<file path="src/rtl/alu_wb_demux.sv">
// Write-back demux for the ALU result path: accepts a result over valid/ready,
// holds it one cycle, commits it to IR/R5/R1/IDX/IDY, and counts legal commits.
module alu_wb_demux #(
  parameter int unsigned WIDTH = 16,
  parameter int unsigned CNT_W = 8
) (
  input  logic             clk,
  input  logic             rst_n,
  input  logic             wb_valid,
  output logic             wb_ready,
  input  logic [2:0]       WBMUX,
  input  logic [WIDTH-1:0] wb_data,
  input  logic             inc_idx,
  input  logic             inc_idy,
  output logic [WIDTH-1:0] IR_,
  output logic [WIDTH-1:0] R5_,
  output logic [WIDTH-1:0] R1_,
  output logic [WIDTH-1:0] IDX_,
  output logic [WIDTH-1:0] IDY_,
  output logic             wb_err,
  output logic [CNT_W-1:0] wr_count
);

  localparam logic [2:0] DEST_IR  = 3'b001;
  localparam logic [2:0] DEST_R5  = 3'b101;
  localparam logic [2:0] DEST_R1  = 3'b100;
  localparam logic [2:0] DEST_IDX = 3'b010;
  localparam logic [2:0] DEST_IDY = 3'b011;

  typedef enum logic [1:0] {
    S_IDLE   = 2'd0,
    S_HOLD   = 2'd1,
    S_COMMIT = 2'd2
  } state_t;

  state_t           state;
  state_t           state_next;
  logic [WIDTH-1:0] hold_data;
  logic [2:0]       hold_dest;
  logic             capture_c;
  logic             commit_c;
  logic             wr_ir_c;
  logic             wr_r5_c;
  logic             wr_r1_c;
  logic             wr_idx_c;
  logic             wr_idy_c;
  logic             illegal_c;

  // State register
  always_ff @(posedge clk) begin
    if (!rst_n) state <= S_IDLE;
    else        state <= state_next;
  end

  // Next-state and capture/commit strobes
  always_comb begin
    state_next = state;
    capture_c  = 1'b0;
    commit_c   = 1'b0;
    case (state)
      S_IDLE: begin
        if (wb_valid && wb_ready) begin
          capture_c  = 1'b1;
          state_next = S_HOLD;
        end
      end
      S_HOLD:   state_next = S_COMMIT;
      S_COMMIT: begin
        commit_c   = 1'b1;
        state_next = S_IDLE;
      end
      default:  state_next = S_IDLE;
    endcase
  end

  // Destination decode of the held word
  always_comb begin
    wr_ir_c   = 1'b0;
    wr_r5_c   = 1'b0;
    wr_r1_c   = 1'b0;
    wr_idx_c  = 1'b0;
    wr_idy_c  = 1'b0;
    illegal_c = 1'b0;
    if (commit_c) begin
      case (hold_dest)
        DEST_IR:  wr_ir_c   = 1'b1;
        DEST_R5:  wr_r5_c   = 1'b1;
        DEST_R1:  wr_r1_c   = 1'b1;
        DEST_IDX: wr_idx_c  = 1'b1;
        DEST_IDY: wr_idy_c  = 1'b1;
        default:  illegal_c = 1'b1;
      endcase
    end
  end

  // Hold register, handshake and error/count outputs
  always_ff @(posedge clk) begin
    if (!rst_n) begin
      hold_data <= '0;
      hold_dest <= '0;
      wb_ready  <= 1'b1;
      wb_err    <= 1'b0;
      wr_count  <= '0;
    end else begin
      if (capture_c) begin
        hold_data <= wb_data;
        hold_dest <= WBMUX;
      end
      wb_ready <= (state_next == S_IDLE);
      wb_err   <= illegal_c;
      if (commit_c && !illegal_c) wr_count <= wr_count + CNT_W'(1);
    end
  end

  // Destination registers; a commit to an index register overrides its increment
  always_ff @(posedge clk) begin
    if (!rst_n) begin
      IR_  <= '0;
      R5_  <= '0;
      R1_  <= '0;
      IDX_ <= '0;
      IDY_ <= '0;
    end else begin
      if (wr_ir_c) IR_ <= hold_data;
      if (wr_r5_c) R5_ <= hold_data;
      if (wr_r1_c) R1_ <= hold_data;
      if (wr_idx_c)     IDX_ <= hold_data;
      else if (inc_idx) IDX_ <= IDX_ + WIDTH'(1);
      if (wr_idy_c)     IDY_ <= hold_data;
      else if (inc_idy) IDY_ <= IDY_ + WIDTH'(1);
    end
  end

endmodule

</file>
<file path="config.mk">
export PLATFORM = sky130hd
export DESIGN_NAME = alu_wb_demux
export DESIGN_NICKNAME = d
export VERILOG_FILES = /design/src/rtl/alu_wb_demux.sv
export SDC_FILE = /design/constraint.sdc
export NUM_CORES = 1
export LEC_CHECK = 0
export ABC_AREA = 1
export CAP_MARGIN = 20
export CORE_ASPECT_RATIO = 1.4
export CORE_MARGIN = 3
export CORE_UTILIZATION = 54
export CTS_CLUSTER_SIZE = 20
export DETAILED_ROUTE_END_ITERATION = 8
export PLACE_DENSITY = 0.95
export SLEW_MARGIN = 20
export SYNTH_ARGS = -nofsm -noshare
export SYNTH_HDL_FRONTEND = slang
export SYNTH_SLANG_ARGS = --single-unit
</file>
<file path="constraint.sdc">
create_clock -name clk -period 3.8 [get_ports clk]
set_clock_uncertainty 0.1 [all_clocks]
set_input_delay 0.38 -clock clk [delete_from_list [all_inputs] [get_ports clk]]
set_output_delay 0.38 -clock clk [all_outputs]
set_load 0.02 [all_outputs]
</file>
### M1 wires, run 1

Scale bar: 20 um. Supply wires on this layer in gray.
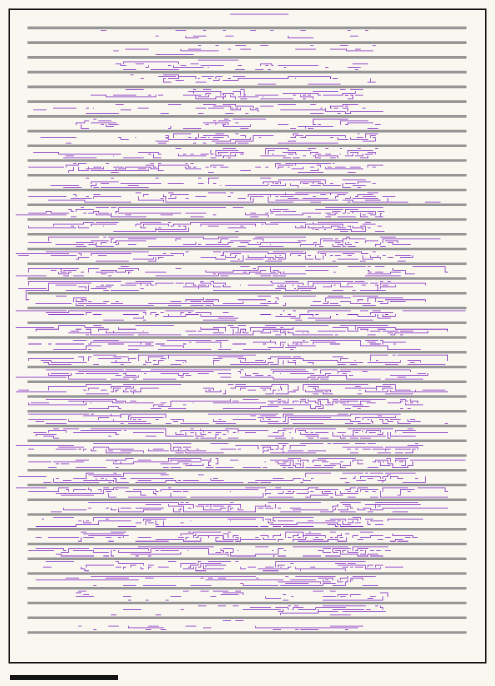
main direction = horizontal
longest straight run = 31.3 um
grt met1 use: 35.8%
vias: 5236
Routed Wire Length: 14600 um

### The metal 2 layer, run 1

Cells faint in the background.
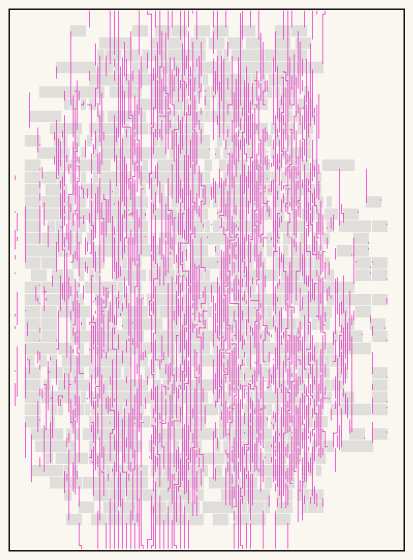
share of all routed wire = 50%
main direction = vertical

### Metal 3, run 1

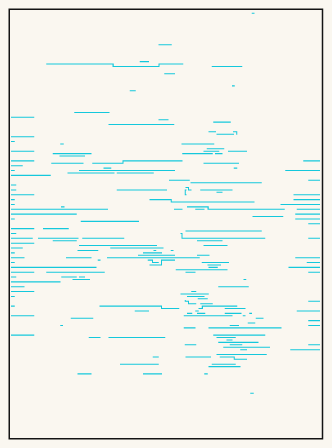
wire length on this layer = 1220 um
share of all routed wire = 8.4%
longest straight run = 26.9 um
nets with wire on the layer = 134
met3 usage: 4.70%

-- run 1: layout by cell type (no fill, tap or decap), types with 4 or more instances in the layout --
cell type and n:
clkdlybuf4s50_1 112, clkbuf_16 9, nor2_1 168, nand2_2 4, nand4_1 7, o21ai_1 23
xor2_1 4, o21ai_0 63, o21bai_1 4, nand2_1 134, inv_1 63, nand3_1 54
nor3_1 4, a21oi_1 38, xnor2_1 5, inv_2 12, dfxtp_1 111
-- run 1: report_power, final --
group          switching [uW]  total (uW)  internal (uW)
logic                     113         187           74.0
clock network             431         938            507
registers                62.5        1260           1200
total                     607        2380           1780
-- run 1: per-stage QoR --
stage / area (sq um) / worst slack [ps]
6_report: 6450 / 1830
5_1_grt: 6450 / 1780
4_1_cts: 6450 / 1830
3_5_place_dp: 6170 / 1870
3_3_place_gp: 6170 / 1900
2_1_floorplan: 5030 / 2280
-- run 1: worst min-delay path by stage --
stage                                    from             endpoint  slack, ps  cells after the start
after detailed placement  state[1]$_SDFF_PN0_  state[1]$_SDFF_PN0_        380                      1
final                     state[1]$_SDFF_PN0_  state[1]$_SDFF_PN0_        390                      1
after floorplan           state[1]$_SDFF_PN0_  state[1]$_SDFF_PN0_        360                      1
after global routing      IR_[7]$_SDFFE_PN0P_  IR_[7]$_SDFFE_PN0P_        430                      2
after CTS                 state[1]$_SDFF_PN0_  state[1]$_SDFF_PN0_        390                      1
after global placement    state[1]$_SDFF_PN0_  state[1]$_SDFF_PN0_        380                      1
-- run 1: cell usage after synthesis (5+ instances only) --
cell type    n
nor2_1     168
nand2_1    134
dfxtp_1    111
inv_1       63
o21ai_0     63
nand3_1     54
a21oi_1     38
o21ai_1     23
clkbuf_1    13
inv_2       12
nand4_1      7
xnor2_1      5
==> flow_summary.ini, run 1 <==
; flow metrics
[final_layout]
n_all_buffers = 115
logic_gate_count = 523
drive_above_1_share_pct = 5.11
seq_cells = 111
postLayoutCoreUtil_pct = 71.5
combGateArea_sq_um = 2380

[synth]
ys_dominant_reg_cell = dfxtp_1
mux_share_pct = 0

[route]
routedWlPerCell_um = 15.3
postRouteAntennaNets = 0

[power_and_ir_drop]
power_density_nw_per_um2 = 369

[flow_run]
maxCapViolCount = 0

[clock_tree]
clk_latency_ps = 360
cts_tree = yes
postCtsSetupBuffers = 0

[global_routing]
grt_pass1_vias = 4713
top_usage_layer = met2
grt_pass1_wl_um = 23400

[worst_setup_path]
cp_slowest_stage_delay_ps = 670
r2r_slack_ps = 1900
crit_end = IDX_[11]
crit_path_cell_trace = clkdlybuf4s50_1
r2r_end = R5_[7]$_SDFFE_PN0P_

[final_timing]
finalSetupViolations = 0

[placed_design]
dpl.cell_count = 934

[worst_hold_path]
hold_path_class = register to register

[die]
fp_util_pct = 55.8

[run_status]
status = complete, no violations
## Run 2: what changed since run 1
Settings changed: CORE_UTILIZATION 54 to 45, PLACE_DENSITY 0.95 to 0.87.
Clock period 3.8 ns to 1.7 ns, I/O delays scaled along.
### Routing congestion, run 2

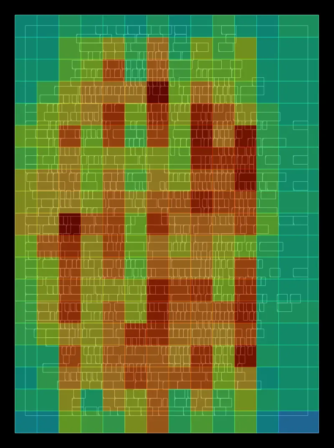
GR peak layer: met2
met2 GRT Util: 39.1%
GRT Overall Usage: 23.4%
grt met1 use: 28.8%
DR WL/cell: 14.6 um

### M1 wires, run 2

Scale bar: 20 um. Supply wires on this layer in gray.
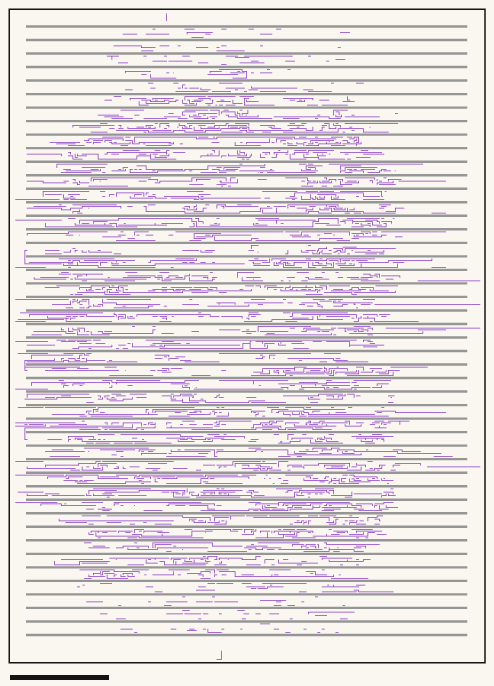
nets with wire on the layer = 813
longest straight run = 42.3 um
share of all routed wire = 41%
wire length on this layer = 5970 um

==> flow_summary.ini, run 2 <==
; flow metrics
[final_layout]
final_cell_mix = nor2_1 (168), nand2_1 (134), dfxtp_1 (109)
fill_cells = 970
drive_above_1_share_pct = 6.77
lay_top_count = nor2_1
combGateArea_sq_um = 2380
regArea_sq_um = 2220
postLayoutCoreUtil_pct = 60.8

[flow_run]
maxCapViolCount = 0

[worst_setup_path]
cp_slowest_stage_delay_ps = 630
crit_end = wr_count[4]
cp_data_arrival_time_ps = 1390
path_class = register to output pin
r2r_end = IDY_[8]$_SDFFE_PN0P_
crit_path_cell_trace = clkdlybuf4s50_1

[route]
vias = 5116
postRouteAntennaNets = 0
drt-total-wl_um = 14600
drt-initial-drc-count = 362

[synth]
top_cell = nor2_1
ys_dominant_reg_cell = dfxtp_1
syn_area_sq_um = 5030
netlist_instances = 737
ys_top_cells_by_count = nor2_1 (168), nand2_1 (134), dfxtp_1 (111)

[global_routing]
overflow = 0
grt_max_degree = 34
grt_pass1_wl_um = 23200
grt_pass1_vias = 4723

[die]
fp_util_pct = 46.3
num_rows = 45

[worst_hold_path]
min_path_cells = 3
hold_end = IDY_[1]$_SDFFE_PN0P_
hold_path_class = input pin to register
min-delay-start = rst_n

[clock_tree]
cts_tree = yes
clk_pin_slew_worst_paths_ps = 70
clk_latency_ps = 350
cts_made_buffers = 9

[final_timing]
finalMaxSlewViolations = 0
rsz0062_at_grt = no
finalSetupViolations = 0
fin_setup_tns_ps = 0

[run_status]
status = complete, no violations

[power_and_ir_drop]
power_density_nw_per_um2 = 791
## run 2: layer usage
metal  wire length (um)  vias to the layer above  track usage, %
met5                  0                        -               0
met4                442                        0            10.1
met3                980                       32            4.64
met2               7180                      212            39.1
met1               5970                     2285            28.8
li1                   -                     2587               -
## run 2: power by group
group	internal (uW)	leakage, uW	switching [uW]	total [uW]
combinational	181	0.00203	260	440
sequential	2680	0.000901	144	2820
clock	1000	0.000134	966	1970
total	3860	0.00306	1370	5230
## run 2: repair_timing
item                       4_1_cts  5_1_grt
setup endpoints to repair       11       16
gates resized                   11       16
pin swaps                        0        0
buffers inserted                 0        0
## run 2: cells by family after synthesis
family,after synthesis,synth area share (%)
AND-OR/OR-AND,132,13.5
XOR/XNOR,9,1.57
adder cells (fa/ha/maj),3,0.746
buffers and inverters,103,8.62
flip-flops,111,44.1
AND/OR/NAND/NOR,379,31.4
## run 2: metrics by stage
stage | setup WS, ps | cells | power, uW | hold slack [ps] | cell area [sq um]
2_1_floorplan | 176 | 737 | 3070 | 235 | 5030
3_3_place_gp | 98.3 | 982 | 3310 | 367 | 6320
3_5_place_dp | 65.2 | 982 | 3310 | 379 | 6320
4_1_cts | 1.04 | 998 | 5230 | 118 | 6570
5_1_grt | 6.23 | 998 | 5400 | 159 | 6610
6_report | 37.4 | 998 | 5230 | 135 | 6610
## run 2: tightest hold or removal path, stage by stage
cell,delay (ps)
buf_2,230
nand2_1,110
inv_1,30
## run 2: layout make-up
type / instances / area share, %
clock inverter: 5 / 0.493
tap: 141 / 2.67
clock buffer: 11 / 3.52
inverter: 78 / 4.43
sequential: 111 / 33.7
multi-input combinational: 523 / 36.0
timing repair buffer: 129 / 19.2
### Metal 3, run 2

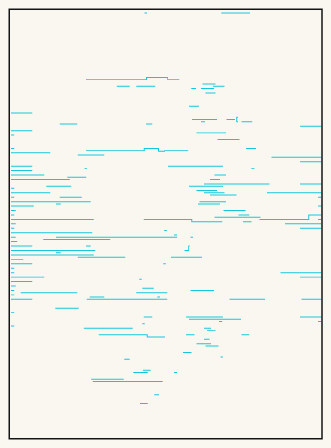

## Run 3: what changed since run 2
Settings changed: REMOVE_ABC_BUFFERS set to 1.
### Metal 3, run 3

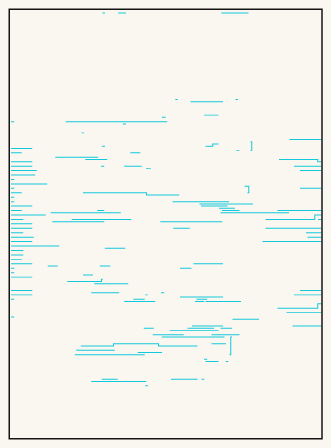
longest straight run = 30.8 um
wire length on this layer = 903 um

==> flow_summary.ini, run 3 <==
; flow metrics
[global_routing]
grt_max_degree = 86
overflow = 0
grt_pass1_wl_um = 23400
track_usage_pct = 23.5
met3_usage_pct = 3.26

[route]
routedWlPerCell_um = 14.4
met1_length_um = 6070
top_layer = met4
wl_met3_um = 903
met2WireLength_um = 6960

[run_status]
status = complete, no violations

[synth]
syn_area_sq_um = 5030
ys_dominant_reg_cell = dfxtp_1
top_cell = nor2_1

[power_and_ir_drop]
power_density_nw_per_um2 = 826
power_uw = 5490

[worst_hold_path]
hold_path_class = input pin to register

[worst_setup_path]
cp_data_arrival_time_ps = 1400
cp_slowest_stage_delay_ps = 640

[final_layout]
fin_area_sq_um = 6650

[clock_tree]
clk_pin_slew_worst_paths_ps = 80
cts_tree = yes

[flow_run]
maxCapViolCount = 0
### M1 wires, run 3

Scale bar: 20 um. Supply wires on this layer in gray.
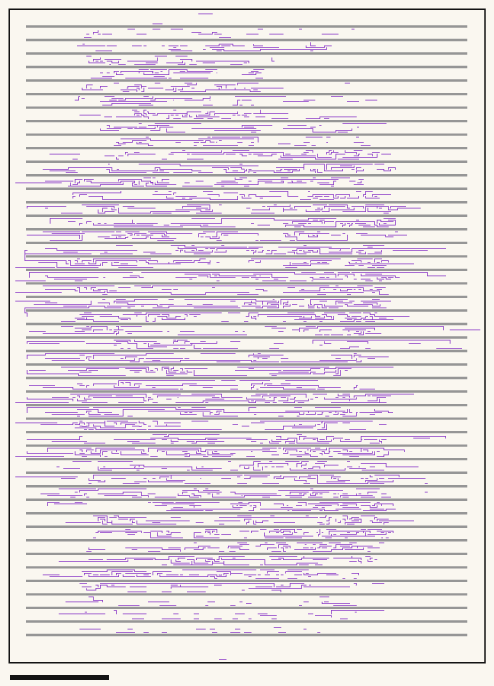
Routed Wire Length: 14300 um
grt met1 use: 31.1%
vias: 5139

run 3: cell counts after synthesis:
No cell type changed its count.
run 3: power groups by stage:
stage	logic, uW	registers [uW]	clock network (uW)
finish	458	2810	2220
global route	502	2820	2340
CTS	453	2810	2240
detailed placement	450	2870	0
global placement	441	2870	0
floorplan	196	2840	0
run 3: logic make-up after synthesis:
| logic type | count (synthesis) | share of synthesized area, % |
|---|---|---|
| flops | 111 | 44.1 |
| buf+inv | 103 | 8.62 |
| compound gates | 132 | 13.5 |
| simple gates | 379 | 31.4 |
| xor+xnor | 9 | 1.57 |
| fa+ha+maj | 3 | 0.746 |
run 3: worst register-to-register path, cell delays in order (launching register included):
cell and delay, ps:
dfxtp_1 310, inv_1 60, nand2_2 190, inv_2 110
nand2_4 160, nand2_1 160, inv_4 150, nand3_1 80
a21oi_1 170
run 3: worst max path at each step:
stage | cells past startpoint | slack, ps | endpoint
floorplan | 4 | 40 | hold_data[0]$_SDFFE_PN0P_
global placement | 7 | 170 | IDX_[10]$_SDFFE_PN0P_
detailed placement | 5 | 110 | hold_data[3]$_SDFFE_PN0P_
CTS | 2 | 9 | IDY_[1]
global route | 9 | -20 | IDX_[6]$_SDFFE_PN0P_
finish | 1 | 30 | IDX_[15]
run 3: what timing repair did:
action,CTS,global route
cloned,0,0
setup endpoints to repair,15,16
pin swaps,0,0
gates resized,15,12
run 3: area by class of cell:
| class | instances | area (sq um) |
|---|---|---|
| Clock buffer | 9 | 225 |
| Fill cell | 959 | 4220 |
| Sequential cell | 111 | 2220 |
| Clock inverter | 7 | 86.3 |
| Timing Repair Buffer | 129 | 1260 |
| Multi-Input combinational cell | 523 | 2380 |
| Tap cell | 141 | 176 |
| Inverter | 78 | 298 |
Power is estimated from default activity; no workload was simulated.
